**Routed metal per tile**

The die is cut into 13 by 13 equal tiles; dark blue is low, red is high, scaled to the fullest tile. Values are wire area over tile area, all layers added.
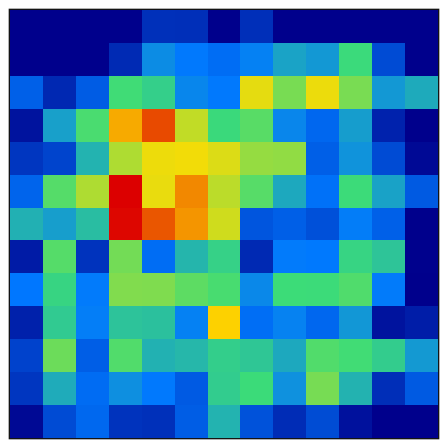
**Placed standard cells**

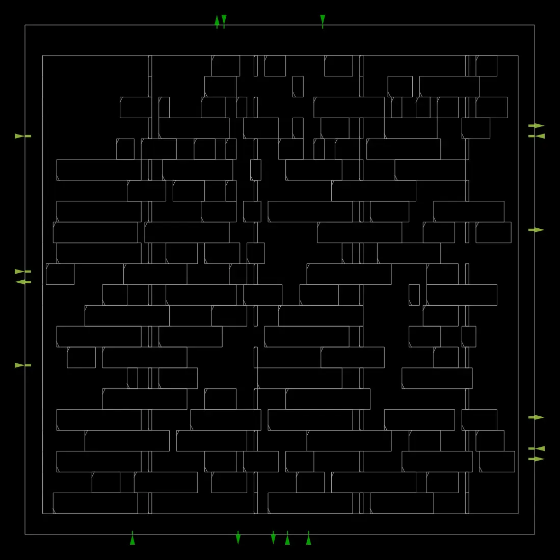
**Clock wires, drivers and flops**

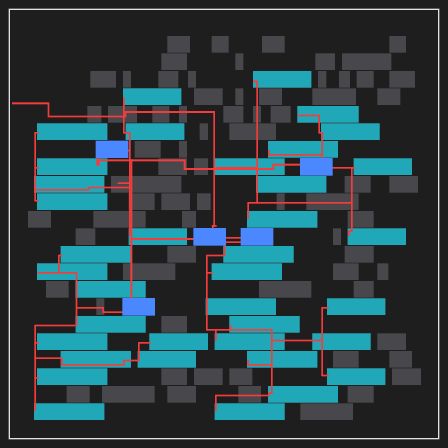
**Cell sizes after repair**

The bar under the picture is 20 um long.
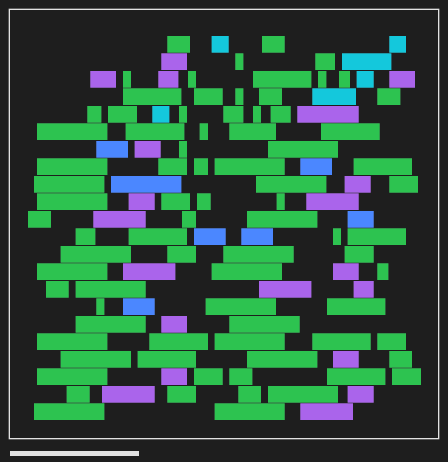
[src/rtl/tt_um_watbulb_param_fifo.sv]
// Parameterised synchronous FIFO on the TinyTapeout 8-in/8-out pin map.
// Define WATBULB_FIFO_FWFT_EN for first-word-fall-through output; the default is a registered read port.
module tt_um_watbulb_param_fifo #(
    parameter int DATA_WIDTH = 6,
    parameter int DEPTH      = 4
) (
    input  logic       clk,
    input  logic       rst_n,
    input  logic [7:0] ui_in,
    output logic [7:0] uo_out
);

    localparam int CW = $clog2(DEPTH + 1);
    localparam int PW = ($clog2(DEPTH) > 1) ? $clog2(DEPTH) : 1;
    localparam logic [CW-1:0] COUNT_MAX = CW'(DEPTH);
    localparam logic [PW-1:0] PTR_LAST  = PW'(DEPTH - 1);

    logic [DATA_WIDTH-1:0] dat_in;
    logic                  wr_en;
    logic                  rd_en;

    logic [DATA_WIDTH-1:0] mem_q [DEPTH];
    logic [CW-1:0]         count_q, count_d;
    logic [PW-1:0]         wr_ptr_q, wr_ptr_d;
    logic [PW-1:0]         rd_ptr_q, rd_ptr_d;
    logic                  full, empty;
    logic                  wr_acc, rd_acc;
    logic [DATA_WIDTH-1:0] dat_out;

    assign dat_in = ui_in[DATA_WIDTH-1:0];
    assign wr_en  = ui_in[6];
    assign rd_en  = ui_in[7];

    // Pointers wrap explicitly at DEPTH-1 so non-power-of-two depths work.
    function automatic logic [PW-1:0] next_ptr(input logic [PW-1:0] ptr);
        return (ptr == PTR_LAST) ? '0 : ptr + PW'(1);
    endfunction

    always_comb begin
        full   = (count_q == COUNT_MAX);
        empty  = (count_q == '0);
        wr_acc = wr_en && !full;
        rd_acc = rd_en && !empty;
    end

    always_comb begin
        wr_ptr_d = wr_ptr_q;
        rd_ptr_d = rd_ptr_q;
        count_d  = count_q;
        if (wr_acc) begin
            wr_ptr_d = next_ptr(wr_ptr_q);
        end
        if (rd_acc) begin
            rd_ptr_d = next_ptr(rd_ptr_q);
        end
        case ({wr_acc, rd_acc})
            2'b10:   count_d = count_q + CW'(1);
            2'b01:   count_d = count_q - CW'(1);
            default: count_d = count_q;
        endcase
    end

    always_ff @(posedge clk or negedge rst_n) begin
        if (!rst_n) begin
            count_q  <= '0;
            wr_ptr_q <= '0;
            rd_ptr_q <= '0;
        end else begin
            count_q  <= count_d;
            wr_ptr_q <= wr_ptr_d;
            rd_ptr_q <= rd_ptr_d;
        end
    end

    // Storage is deliberately left unreset; nothing observes an unwritten entry.
    always_ff @(posedge clk) begin
        if (wr_acc) begin
            mem_q[wr_ptr_q] <= dat_in;
        end
    end

`ifdef WATBULB_FIFO_FWFT_EN
    assign dat_out = empty ? '0 : mem_q[rd_ptr_q];
`else
    logic [DATA_WIDTH-1:0] dout_q, dout_d;

    always_comb begin
        dout_d = dout_q;
        if (rd_acc) begin
            dout_d = mem_q[rd_ptr_q];
        end
    end

    always_ff @(posedge clk or negedge rst_n) begin
        if (!rst_n) begin
            dout_q <= '0;
        end else begin
            dout_q <= dout_d;
        end
    end

    assign dat_out = dout_q;
`endif

    always_comb begin
        uo_out                   = '0;
        uo_out[DATA_WIDTH-1:0]   = dat_out;
        uo_out[6]                = full;
        uo_out[7]                = empty;
    end

endmodule

[config.mk]
export PLATFORM = sky130hd
export DESIGN_NAME = tt_um_watbulb_param_fifo
export DESIGN_NICKNAME = d
export VERILOG_FILES = /design/src/rtl/tt_um_watbulb_param_fifo.sv
export SDC_FILE = /design/constraint.sdc
export NUM_CORES = 1
export LEC_CHECK = 0
export CELL_PAD_IN_SITES_DETAIL_PLACEMENT = 1
export CELL_PAD_IN_SITES_GLOBAL_PLACEMENT = 2
export CORE_MARGIN = 2
export CORE_UTILIZATION = 40
export CTS_CLUSTER_SIZE = 8
export DETAILED_ROUTE_END_ITERATION = 16
export GPL_TIMING_DRIVEN = 0
export PLACE_DENSITY_LB_ADDON = 0.12
export SYNTH_ARGS = -nofsm -noshare
export SYNTH_HDL_FRONTEND = slang
export SYNTH_SLANG_ARGS = --single-unit
[constraint.sdc]
create_clock -name clk -period 2.23 [get_ports clk]
set_input_delay 0.446 -clock clk [delete_from_list [all_inputs] [get_ports clk]]
set_output_delay 0.446 -clock clk [all_outputs]
set_load 0.1 [all_outputs]
==> results_dict.tcl <==
# metrics dict for downstream scripts
set metrics [dict create \
    ys_cells 86 \
    areaGrowthSynthToFinish_pct 23.84 \
    h-tree-depth 2 \
    relSlewSlack 0.3536 \
    syn_area_per_cell_um2 18.19 \
    crit_type "flop to output port" \
    vias 779 \
    lay_top_count "edfxtp_1" \
    top_cell_area_share 0.4608 \
    yosysWarnings 0 \
    finish.utilization 0.5212 \
    ff_type "edfxtp_1" \
    xor_share 0.01680 \
    drive_gt1_frac 0.2920 \
    regArea_um2 1047 \
    hold_start "dat_out[4]" \
    firstDrtPassIters 4 \
    hold_viol 0 \
    crit_slowest_cell "clkdlybuf4s15_2" \
    whs_ns 0.4995 \
    skew_ns 0.005573 \
    grt_max_degree 14 \
    drc 0 \
    chipArea_um2 4426 \
    holdPathStages 1 \
    post-place-cells 151 \
    preCtsSetupSlack_ns -0.2214 \
    routed_wl_mm 2.539 \
    layout_top_cells "edfxtp_1, dfrtp_1, mux2_2, clkdlybuf4s50_1, inv_1" \
    overflow 0 \
    tool_warnings 29 \
    die_w_um 66.53 \
    nClkBuffers 6 \
    dr.max_layer_used "met4" \
    drt.antenna.violating_nets 0 \
    cts_buffer_depth 2 \
    wl_per_cell_um 15.77 \
    wl_met1_mm 1.016 \
    crit_end "uo_out[6]" \
    syn_area_um2 1564 \
    outcome "finished clean" \
    cts_root_buf "clkbuf_8" \
]
About 'routed metal per tile':
fullest tile: 0.28
nearly empty tiles: 13%
densest ninth of the die: centre

About 'placed standard cells':
total core area: 3716 um^2
FFs & Latches: 37
row cnt: 22
flop share of the area: 0.5407
Tapcells: 48

About 'clock wires, drivers and flops':
legend:
  cyan:
    item: flip-flops
    count: 37
  red:
    item: clock wires
    length: 425 um
  blue:
    item: cells driving clock nets
    count: 5
routed clock nets: 6

About 'cell sizes after repair':
legend:
  cyan:
    size: drive 3 to 4
    cells: 6
    share: 5.3%
  blue:
    size: drive 6 and up
    cells: 7
    share: 6.2%
  green:
    size: drive 1 or less
    cells: 80
    share: 71%
  purple:
    size: drive 2
    cells: 20
    share: 18%
Final Cell Area: 1937 um^2
Non-Clock Buffer Count: 23
final worst setup slack: 0.09432 ns

